[src/rtl/param_szamologep_if.sv]
// Request/result bundle of the sequential calculator.
// The calculator side uses the slave modport.
interface param_szamologep_if #(
    parameter int W      = 4,
    parameter int DIGITS = 4
);
    logic                  start;
    logic [3:0]            muvelet;
    logic [W-1:0]          op_a;
    logic [W-1:0]          op_b;
    logic                  busy;
    logic                  done;
    logic [2*W-1:0]        result;
    logic [W-1:0]          rem;
    logic                  neg;
    logic                  err;
    logic [4*DIGITS-1:0]   bcd;

    modport master (
        output start, muvelet, op_a, op_b,
        input  busy, done, result, rem, neg, err, bcd
    );

    modport slave (
        input  start, muvelet, op_a, op_b,
        output busy, done, result, rem, neg, err, bcd
    );
endinterface

[src/rtl/param_szamologep.sv]
// Sequential ADD/SUB/MUL/DIV calculator with restoring divider
// and shift-add-3 binary to packed BCD conversion.
module param_szamologep #(
    parameter int W      = 4,
    parameter int DIGITS = 4
) (
    input  logic                 clk,
    input  logic                 rst,
    param_szamologep_if.slave    bus
);
    localparam int RW = 2 * W;
    localparam int BW = 4 * DIGITS;
    localparam int CW = $clog2(RW);

    typedef enum logic [2:0] {IDLE, CALC, DIV, BCD, DONE} state_t;

    state_t state, state_nx;

    logic [W-1:0]  a_q, b_q;
    logic [3:0]    op_q;
    logic [RW-1:0] res_q;
    logic [W-1:0]  rem_q;
    logic          neg_q, err_q;
    logic [CW-1:0] cnt;
    logic [W-1:0]  rmd, quo;
    logic [RW-1:0] bin;
    logic [BW-1:0] bcd_q;

    logic [RW-1:0] result_r;
    logic [W-1:0]  rem_r;
    logic          neg_r, err_r;
    logic [BW-1:0] bcd_r;

    logic          op_ok, accept;
    logic [RW-1:0] calc_res;
    logic          calc_neg, calc_err, div_go;
    logic [W:0]    rmd_sh;
    logic          div_fit;
    logic [W-1:0]  div_r, div_q;
    logic [BW-1:0] dd_adj, dd_nx;
    logic          div_last, bcd_last;

    assign op_ok  = (bus.muvelet != 4'd0) &&
                    ((bus.muvelet & (bus.muvelet - 4'd1)) == 4'd0);
    assign accept = (state == IDLE) && bus.start && op_ok;

    assign div_last = (cnt == CW'(W - 1));
    assign bcd_last = (cnt == CW'(RW - 1));

    always_comb begin
        calc_res = '0;
        calc_neg = 1'b0;
        calc_err = 1'b0;
        div_go   = 1'b0;
        unique case (1'b1)
            op_q[0]: calc_res = RW'(a_q) + RW'(b_q);
            op_q[1]: begin
                if (a_q >= b_q) begin
                    calc_res = RW'(a_q - b_q);
                end else begin
                    calc_res = RW'(b_q - a_q);
                    calc_neg = 1'b1;
                end
            end
            op_q[2]: calc_res = RW'(a_q) * RW'(b_q);
            op_q[3]: begin
                if (b_q == '0) calc_err = 1'b1;
                else           div_go   = 1'b1;
            end
            default: ;
        endcase
    end

    // One restoring step: bring down the next dividend bit, subtract if it fits.
    always_comb begin
        rmd_sh  = {rmd, quo[W-1]};
        div_fit = (rmd_sh >= {1'b0, b_q});
        div_r   = div_fit ? W'(rmd_sh - {1'b0, b_q}) : rmd_sh[W-1:0];
        div_q   = {quo[W-2:0], div_fit};
    end

    always_comb begin
        dd_adj = bcd_q;
        for (int i = 0; i < DIGITS; i++) begin
            if (dd_adj[4*i +: 4] >= 4'd5)
                dd_adj[4*i +: 4] = dd_adj[4*i +: 4] + 4'd3;
        end
        dd_nx = (dd_adj << 1) | BW'(bin[RW-1]);
    end

    always_ff @(posedge clk or negedge rst) begin
        if (!rst) state <= IDLE;
        else      state <= state_nx;
    end

    always_comb begin
        state_nx = state;
        unique case (state)
            IDLE:    if (accept) state_nx = CALC;
            CALC:    state_nx = div_go ? DIV : BCD;
            DIV:     if (div_last) state_nx = BCD;
            BCD:     if (bcd_last) state_nx = DONE;
            DONE:    state_nx = IDLE;
            default: state_nx = IDLE;
        endcase
    end

    always_ff @(posedge clk or negedge rst) begin
        if (!rst) begin
            a_q      <= '0;
            b_q      <= '0;
            op_q     <= '0;
            res_q    <= '0;
            rem_q    <= '0;
            neg_q    <= 1'b0;
            err_q    <= 1'b0;
            cnt      <= '0;
            rmd      <= '0;
            quo      <= '0;
            bin      <= '0;
            bcd_q    <= '0;
            result_r <= '0;
            rem_r    <= '0;
            neg_r    <= 1'b0;
            err_r    <= 1'b0;
            bcd_r    <= '0;
        end else begin
            unique case (state)
                IDLE: begin
                    if (accept) begin
                        a_q  <= bus.op_a;
                        b_q  <= bus.op_b;
                        op_q <= bus.muvelet;
                    end
                end
                CALC: begin
                    res_q <= calc_res;
                    rem_q <= '0;
                    neg_q <= calc_neg;
                    err_q <= calc_err;
                    bin   <= calc_res;
                    bcd_q <= '0;
                    cnt   <= '0;
                    rmd   <= '0;
                    quo   <= a_q;
                end
                DIV: begin
                    rmd <= div_r;
                    quo <= div_q;
                    cnt <= cnt + CW'(1);
                    if (div_last) begin
                        res_q <= RW'(div_q);
                        rem_q <= div_r;
                        bin   <= RW'(div_q);
                        cnt   <= '0;
                    end
                end
                BCD: begin
                    bin   <= bin << 1;
                    bcd_q <= dd_nx;
                    cnt   <= cnt + CW'(1);
                    // Final shift lands straight in the visible registers.
                    if (bcd_last) begin
                        result_r <= res_q;
                        rem_r    <= rem_q;
                        neg_r    <= neg_q;
                        err_r    <= err_q;
                        bcd_r    <= dd_nx;
                    end
                end
                default: ;
            endcase
        end
    end

    assign bus.busy   = (state == CALC) || (state == DIV) || (state == BCD);
    assign bus.done   = (state == DONE);
    assign bus.result = result_r;
    assign bus.rem    = rem_r;
    assign bus.neg    = neg_r;
    assign bus.err    = err_r;
    assign bus.bcd    = bcd_r;
endmodule
[src/flat_wrapper.sv]
// flat-port wrapper written by rule: the top's interface ports become plain ports
module param_szamologep_flat 
#(
    parameter int W      = 4,
    parameter int DIGITS = 4
)
  (clk, rst, bus_start, bus_muvelet, bus_op_a, bus_op_b, bus_busy, bus_done, bus_result, bus_rem, bus_neg, bus_err, bus_bcd);
  param_szamologep_if #(.W(W), .DIGITS(DIGITS)) bus_i ();
  input  logic clk;
  input  logic rst;
  input wire logic [$bits(bus_i.start)-1:0] bus_start;
  input wire logic [$bits(bus_i.muvelet)-1:0] bus_muvelet;
  input wire logic [$bits(bus_i.op_a)-1:0] bus_op_a;
  input wire logic [$bits(bus_i.op_b)-1:0] bus_op_b;
  output wire logic [$bits(bus_i.busy)-1:0] bus_busy;
  output wire logic [$bits(bus_i.done)-1:0] bus_done;
  output wire logic [$bits(bus_i.result)-1:0] bus_result;
  output wire logic [$bits(bus_i.rem)-1:0] bus_rem;
  output wire logic [$bits(bus_i.neg)-1:0] bus_neg;
  output wire logic [$bits(bus_i.err)-1:0] bus_err;
  output wire logic [$bits(bus_i.bcd)-1:0] bus_bcd;
  assign bus_i.start = bus_start;
  assign bus_i.muvelet = bus_muvelet;
  assign bus_i.op_a = bus_op_a;
  assign bus_i.op_b = bus_op_b;
  assign bus_busy = bus_i.busy;
  assign bus_done = bus_i.done;
  assign bus_result = bus_i.result;
  assign bus_rem = bus_i.rem;
  assign bus_neg = bus_i.neg;
  assign bus_err = bus_i.err;
  assign bus_bcd = bus_i.bcd;
  param_szamologep #(.W(W), .DIGITS(DIGITS)) u_core (.clk(clk), .rst(rst), .bus(bus_i));
endmodule
[config.mk]
export PLATFORM = sky130hd
export DESIGN_NAME = param_szamologep_flat
export DESIGN_NICKNAME = d
export VERILOG_FILES = /design/src/rtl/param_szamologep_if.sv /design/src/rtl/param_szamologep.sv /design/src/flat_wrapper.sv
export SDC_FILE = /design/constraint.sdc
export NUM_CORES = 1
export LEC_CHECK = 0
export CAP_MARGIN = 20
export CORE_MARGIN = 2
export CORE_UTILIZATION = 61
export CTS_CLUSTER_SIZE = 8
export DETAILED_ROUTE_END_ITERATION = 8
export PLACE_DENSITY = 0.95
export REMOVE_ABC_BUFFERS = 1
export SYNTH_ARGS = -nofsm -noshare
export SYNTH_HDL_FRONTEND = slang
export SYNTH_SLANG_ARGS = --single-unit
[constraint.sdc]
create_clock -name clk -period 4.25 [get_ports clk]
set_input_delay 0.6375 -clock clk [delete_from_list [all_inputs] [get_ports clk]]
set_output_delay 0.6375 -clock clk [all_outputs]
set_load 0.02 [all_outputs]
==> images/layer_met1.png <==
Supply wires on this layer in grey.
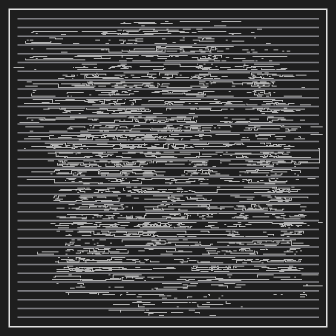
The layer holds 41% of the routed length. 573 nets have wire on it. The longest straight run is 23.9 um. The layer carries 4,940 um of wire. The wires run mostly horizontal.
DRT Wirelength: 11,920 um
M1 GR Usage: 33.41%
routed via count: 4,182

==> images/layer_met2.png <==
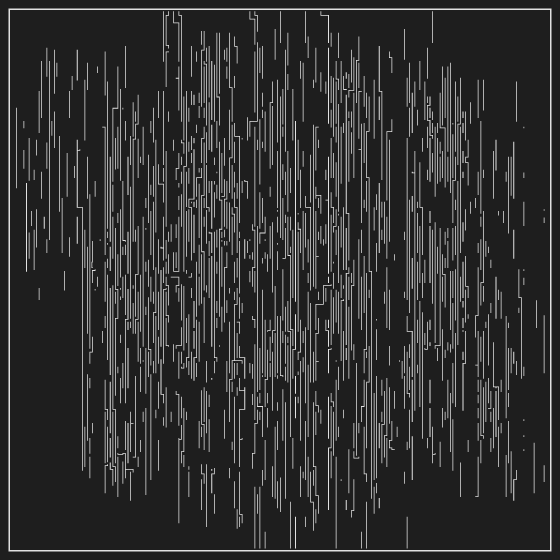
The wires run mostly vertical. The longest straight run is 47.7 um. 562 nets have wire on it. The layer holds 50% of the routed length. The layer carries 6,010 um of wire.
met2 GRT Util: 45.05%

==> flow_summary.toml <==
# flow metrics
[global_routing]
met3_usage_pct = 3.937
grt_max_degree = 66
antenna_found_initial = 0
grtUsageTotal_pct = 26.34
grt.overflow.total = 0
busiest_layer = "met2"
grt_pass1_vias = 4319

[logic_synthesis]
yosys_area_sq_um = 5376
synth_top_area_share_pct = 43.75
xor_area_share_pct = 1.303
ys_top_logic_family = "AND-OR/OR-AND gates"
ys.flops = 94
synthTopCellsByArea = "dfrtp_1, ha_1, o21ai_0, nand2_1, mux2_2"
mux_share_pct = 8.122
top_area_cell = "dfrtp_1"
ys_seq_share_pct = 43.75
postSynth.asyncResetShare_pct = 100.0

[final_timing]
finalClockPeriodUsage_pct = 73.85
whs_ns = 0.3370
fin_skew_ns = 0.008975
min_period_ns = 3.139
timing.final.max_slew_violations = 0
setup_tns_ns = 0
rsz0062_at_grt = "false"

[finish]
postLayoutCellArea_sq_um = 6081
final_util_pct = 70.41
lay_top_count = "dfrtp_1"
multi_input_comb_cells = 393
syn_to_final_growth_pct = 13.10
sh_comb_area_pct = 46.17
final_cells = 694
seq_area_sq_um = 2352
ff_count = 94
comb_area_sq_um = 2808
seq_share_pct = 38.68

[critical_path]
r2r_cells = 10
slowest_stage = "fa_1"
cp_max_fo = 8
startpoint = "u_core.a_q[1]"
path_cells = "nand2_1 > fa_1 > inv_1 > fa_1 > inv_1 > fa_1 > xnor2_1 > nand2_1 > nor4bb_1 > o21ai_0"
cp-start-kind = "register"
crit_required_ns = 4.48
arrival_ns = 3.37
crit-reg2reg-launch = "u_core.a_q[1]"
crit_family = "adder cells"
endpoint = "u_core.bin[4]"

[clock_tree]
ctsResizeCount = 0
holdBufCountCts = 0
root_buffer = "clkbuf_8"
cts_made_buffers = 9
clkTransAtPathRegs_ns = 0.10
clk_path_buf_depth = 2
cts_tree = "yes"
cts.htree.levels = 3
clkSinkCount = 94

[floorplan]
die_h_um = 97.88
dieArea_sq_um = 9580
fp.dieW_um = 97.88

[placement]
port_buffers = 46
place_area_sq_um = 5899
hpwl_um = 9033
routabilityCongestion = 0.9062
dpl.cell_count = 678

[drt]
wl_met1_um = 4940
dr_wl_met2_um = 6011
wire_per_inst_um = 17.17
wl_met3_um = 609
ant_nets = 0

[pwr]
p_switching_mw = 2.082
swShare_pct = 44.98
leakagePower_nw = 2.764
p_clk_share_pct = 12.3
p_int_mw = 2.546
maxPowerGroup = "combinational logic"
power_density_nw_per_um2 = 761.1
ir_drop_mv = 0.3327
total_power_mw = 4.628

[outcome]
status = "finished, final reports clean"
